==> config.mk <==
export PLATFORM = sky130hd
export DESIGN_NAME = uart_tx_engine
export DESIGN_NICKNAME = d
export VERILOG_FILES = /design/src/rtl/uart_pkg.sv /design/src/rtl/uart_bit_timer.sv /design/src/rtl/uart_tx_engine.sv
export SDC_FILE = /design/constraint.sdc
export NUM_CORES = 1
export LEC_CHECK = 0
export CAP_MARGIN = 0
export CORE_UTILIZATION = 32
export CTS_CLUSTER_DIAMETER = 50
export CTS_CLUSTER_SIZE = 14
export DETAILED_ROUTE_END_ITERATION = 7
export PLACE_DENSITY = 0.58
export SYNTH_ARGS = -nofsm -noshare
export SYNTH_HDL_FRONTEND = slang
export SYNTH_SLANG_ARGS = --single-unit
==> constraint.sdc <==
create_clock -name clk -period 2.1 [get_ports clk]
set_input_delay 0.525 -clock clk [delete_from_list [all_inputs] [get_ports clk]]
set_output_delay 0.525 -clock clk [all_outputs]
set_load 0.005 [all_outputs]
==> src/rtl/uart_pkg.sv <==
// Shared UART definitions: FSM state type, framing width and default bit period.
// Latency: n/a (definitions only).
// Backpressure: n/a.
package uart_pkg;

  typedef enum logic [1:0] {
    IDLE  = 2'd0,
    START = 2'd1,
    DATA  = 2'd2,
    STOP  = 2'd3
  } uart_state_t;

  // 8N1 framing payload width
  localparam int UART_DATA_BITS = 8;

  // 50 MHz core clock / 115200 baud
  localparam int UART_CLKS_PER_BIT = 434;

endpackage

==> src/rtl/uart_bit_timer.sv <==
// Bit-period timer: counts clk cycles and flags the last cycle of each serial bit.
// Latency: tick asserts on the CLKS_PER_BIT-th cycle after clear is released.
// Backpressure: none; clear holds the count at zero.
module uart_bit_timer #(
  parameter int CLKS_PER_BIT = 434
) (
  input  logic clk,
  input  logic reset,
  input  logic clear,
  output logic tick
);

  localparam int CW = (CLKS_PER_BIT > 1) ? $clog2(CLKS_PER_BIT) : 1;
  localparam logic [CW-1:0] LAST = CW'(CLKS_PER_BIT - 1);

  logic [CW-1:0] cnt;

  assign tick = (cnt == LAST);

  // Count up within a bit period, wrapping to zero on the last cycle so the count never exceeds LAST
  always_ff @(posedge clk or posedge reset) begin
    if (reset) begin
      cnt <= '0;
    end else if (clear || tick) begin
      cnt <= '0;
    end else begin
      cnt <= cnt + CW'(1);
    end
  end

endmodule

==> src/rtl/uart_tx_engine.sv <==
// UART 8N1 transmitter: accepts a byte on valid/ready and serialises start, 8 data bits LSB first, stop.
// Latency: o_txd goes low the cycle after acceptance; frame lasts 10*CLKS_PER_BIT cycles, done on last stop cycle.
// Backpressure: o_tx_ready is high only when idle; valid while busy is ignored, nothing is queued.
module uart_tx_engine
  import uart_pkg::*;
#(
  parameter int CLKS_PER_BIT = UART_CLKS_PER_BIT,
  parameter int DATA_BITS    = UART_DATA_BITS
) (
  input  logic                 clk,
  input  logic                 reset,
  input  logic                 i_tx_valid,
  input  logic [DATA_BITS-1:0] i_tx_data,
  output logic                 o_tx_ready,
  output logic                 o_txd,
  output logic                 o_tx_busy,
  output logic                 o_tx_done
);

  localparam int IW = (DATA_BITS > 1) ? $clog2(DATA_BITS) : 1;
  localparam logic [IW-1:0] LAST_IDX = IW'(DATA_BITS - 1);

  uart_state_t          state, state_nx;
  logic [DATA_BITS-1:0] shreg, shreg_nx;
  logic [IW-1:0]        idx, idx_nx;
  logic                 txd_q, txd_nx;
  logic                 tick;

  // Timer is held cleared while idle so the start bit gets a full period from acceptance
  uart_bit_timer #(
    .CLKS_PER_BIT (CLKS_PER_BIT)
  ) u_bit_timer (
    .clk   (clk),
    .reset (reset),
    .clear (state == IDLE),
    .tick  (tick)
  );

  assign o_tx_ready = (state == IDLE);
  assign o_tx_busy  = ~o_tx_ready;
  assign o_txd      = txd_q;

  // Next-state, shift register and next serial level; txd_nx is the level for the following cycle
  always_comb begin
    state_nx  = state;
    shreg_nx  = shreg;
    idx_nx    = idx;
    txd_nx    = txd_q;
    o_tx_done = 1'b0;
    case (state)
      IDLE: begin
        txd_nx = 1'b1;
        if (i_tx_valid) begin
          state_nx = START;
          shreg_nx = i_tx_data;
          idx_nx   = '0;
          txd_nx   = 1'b0;
        end
      end
      START: begin
        if (tick) begin
          state_nx = DATA;
          txd_nx   = shreg[0];
        end
      end
      DATA: begin
        if (tick) begin
          shreg_nx = shreg >> 1;
          if (idx == LAST_IDX) begin
            state_nx = STOP;
            idx_nx   = '0;
            txd_nx   = 1'b1;
          end else begin
            idx_nx = idx + IW'(1);
            txd_nx = shreg[1];
          end
        end
      end
      STOP: begin
        if (tick) begin
          o_tx_done = 1'b1;
          state_nx  = IDLE;
          txd_nx    = 1'b1;
        end
      end
      default: begin
        state_nx = IDLE;
        txd_nx   = 1'b1;
      end
    endcase
  end

  // State, payload and registered serial line; reset aborts any frame and parks the line high
  always_ff @(posedge clk or posedge reset) begin
    if (reset) begin
      state <= IDLE;
      shreg <= '0;
      idx   <= '0;
      txd_q <= 1'b1;
    end else begin
      state <= state_nx;
      shreg <= shreg_nx;
      idx   <= idx_nx;
      txd_q <= txd_nx;
    end
  end

endmodule

==> notes.md <==
Notes on the flow outputs.

- The worst setup path is launched from a flop.
- The power report lists the clock group at 276 µW.
- With fillers left out, the area of the finished cells amounts to between 1500 and 2000 µm².
- The first global-routing pass estimated 4600 µm of wire.
- The synthesized netlist occupies a cell area of 1340 µm².
- The clock network burns 13.9% of the power.
- STA classifies the critical path endpoint as an output pin.
- The sum of met3 wire segment lengths after detailed routing is 99 µm.
- According to the floorplan report, the total die area is 4460 µm².
- CTS saw 23 sinks.
- The final timing report counts setup violations totalling 0.
- The maximum number of pins on one net before global-route repair reads 24.
- The via count of the first global-routing pass reads 1008.
- In this run, synthesis produced a sequential element count of 23.
- Of the total power, combinational logic draws 50.5%.
- The run finished with clean final reports.
- The number of nets in the finished design reads 179.
- The HPWL reported at the end of detailed placement reads 2060 µm.
- For the worst reg-to-reg path, the endpoint reported by OpenROAD is shreg[4].
- After clock tree synthesis, the flow added hold-fix buffers numbering 0.
- The minimum clock period is 2020 ps.
- The number of different library cells in the post-synthesis netlist reads 36.
- The total of max-cap violations is 0.
- Per report_power, the Combinational row totals 1000 µW.
- The number of cells in the yosys synthesis report reads 130.
- The routing usage on met3 reads 2.74%.
- The largest combinational cell category by area is simple AND/OR/NAND/NOR gates.
==> state kept, by name, summed over array words and instances (netlist names) <==
signal           flops
u_bit_timer.cnt      9
idx                  3
o_txd                1
state                2
shreg                8
==> placed cells by master (no fill, tap or decap), drive strengths merged, types with 4 or more instances in the layout <==
cell type / synthesis / routed
dfrtp: 22 / 22
nor2: 17 / 17
buf: 3 / 15
clkdlybuf4s50: 0 / 13
nand3: 9 / 9
inv: 9 / 9
ha: 8 / 8
o221a: 7 / 7
o21ai: 6 / 6
nand2: 6 / 6
xnor2: 6 / 6
a21oi: 4 / 4
or2b: 4 / 4
nand2b: 4 / 4
clkbuf: 1 / 4
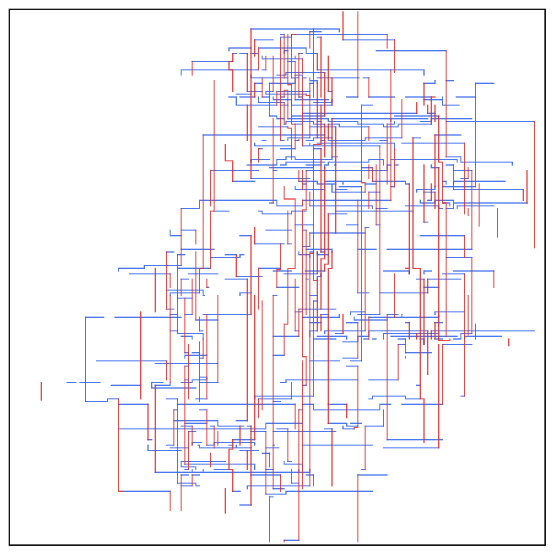
*Wiring by layer*
(8 px per µm) Two of the layers only.
blue -> M1  # wire length 1250 µm
red -> M2  # wire length 1400 µm

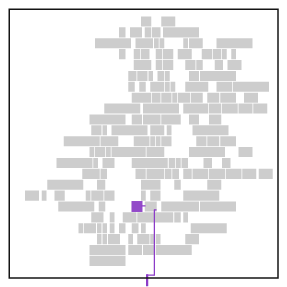
*Wires at chosen ports, followed through buffers*
(4 px per µm)
purple -> `o_tx_done`  # bits 1, direction output, end cells 1, buffers 1, wire 19.7 µm

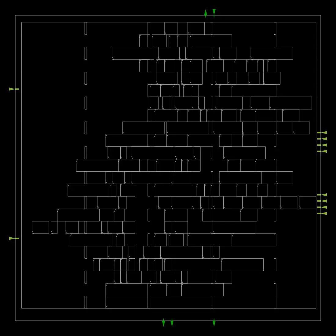
*Cell outlines without signal wires*
post-route non-filler standard cell count: 209
Fillers: 393
tap cell instance count: 50

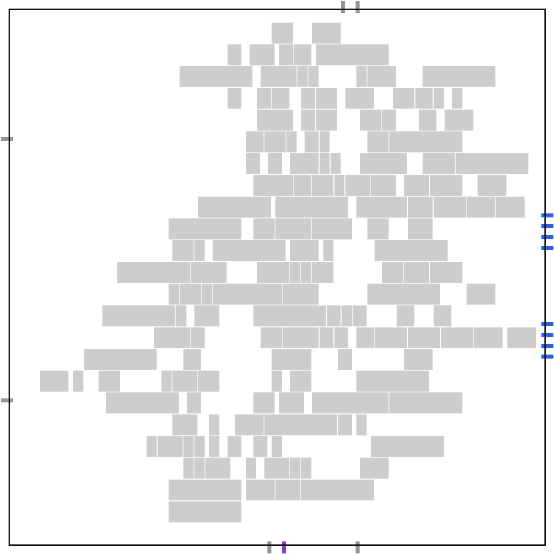
*Pin placement*
(8 px per µm) Pins as bars across the die edge, other pins in gray.
blue -> `i_tx_data`  # pins 8, direction input, edge right
purple -> `o_tx_done`  # pins 1, direction output, edge bottom
all pins by edge = 8 right, 3 bottom, 2 left, 2 top

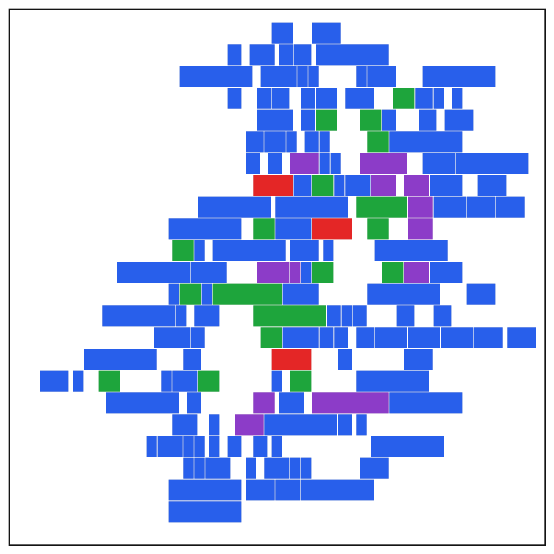
*Sizing map*
(8 px per µm)
red -> x6 and larger  # cells 3, share 1.9%
blue -> x1 and smaller  # cells 126, share 79%
green -> x3 and x4  # cells 18, share 11%
purple -> x2  # cells 12, share 7.5%

Power and IR drop assume default switching activity.
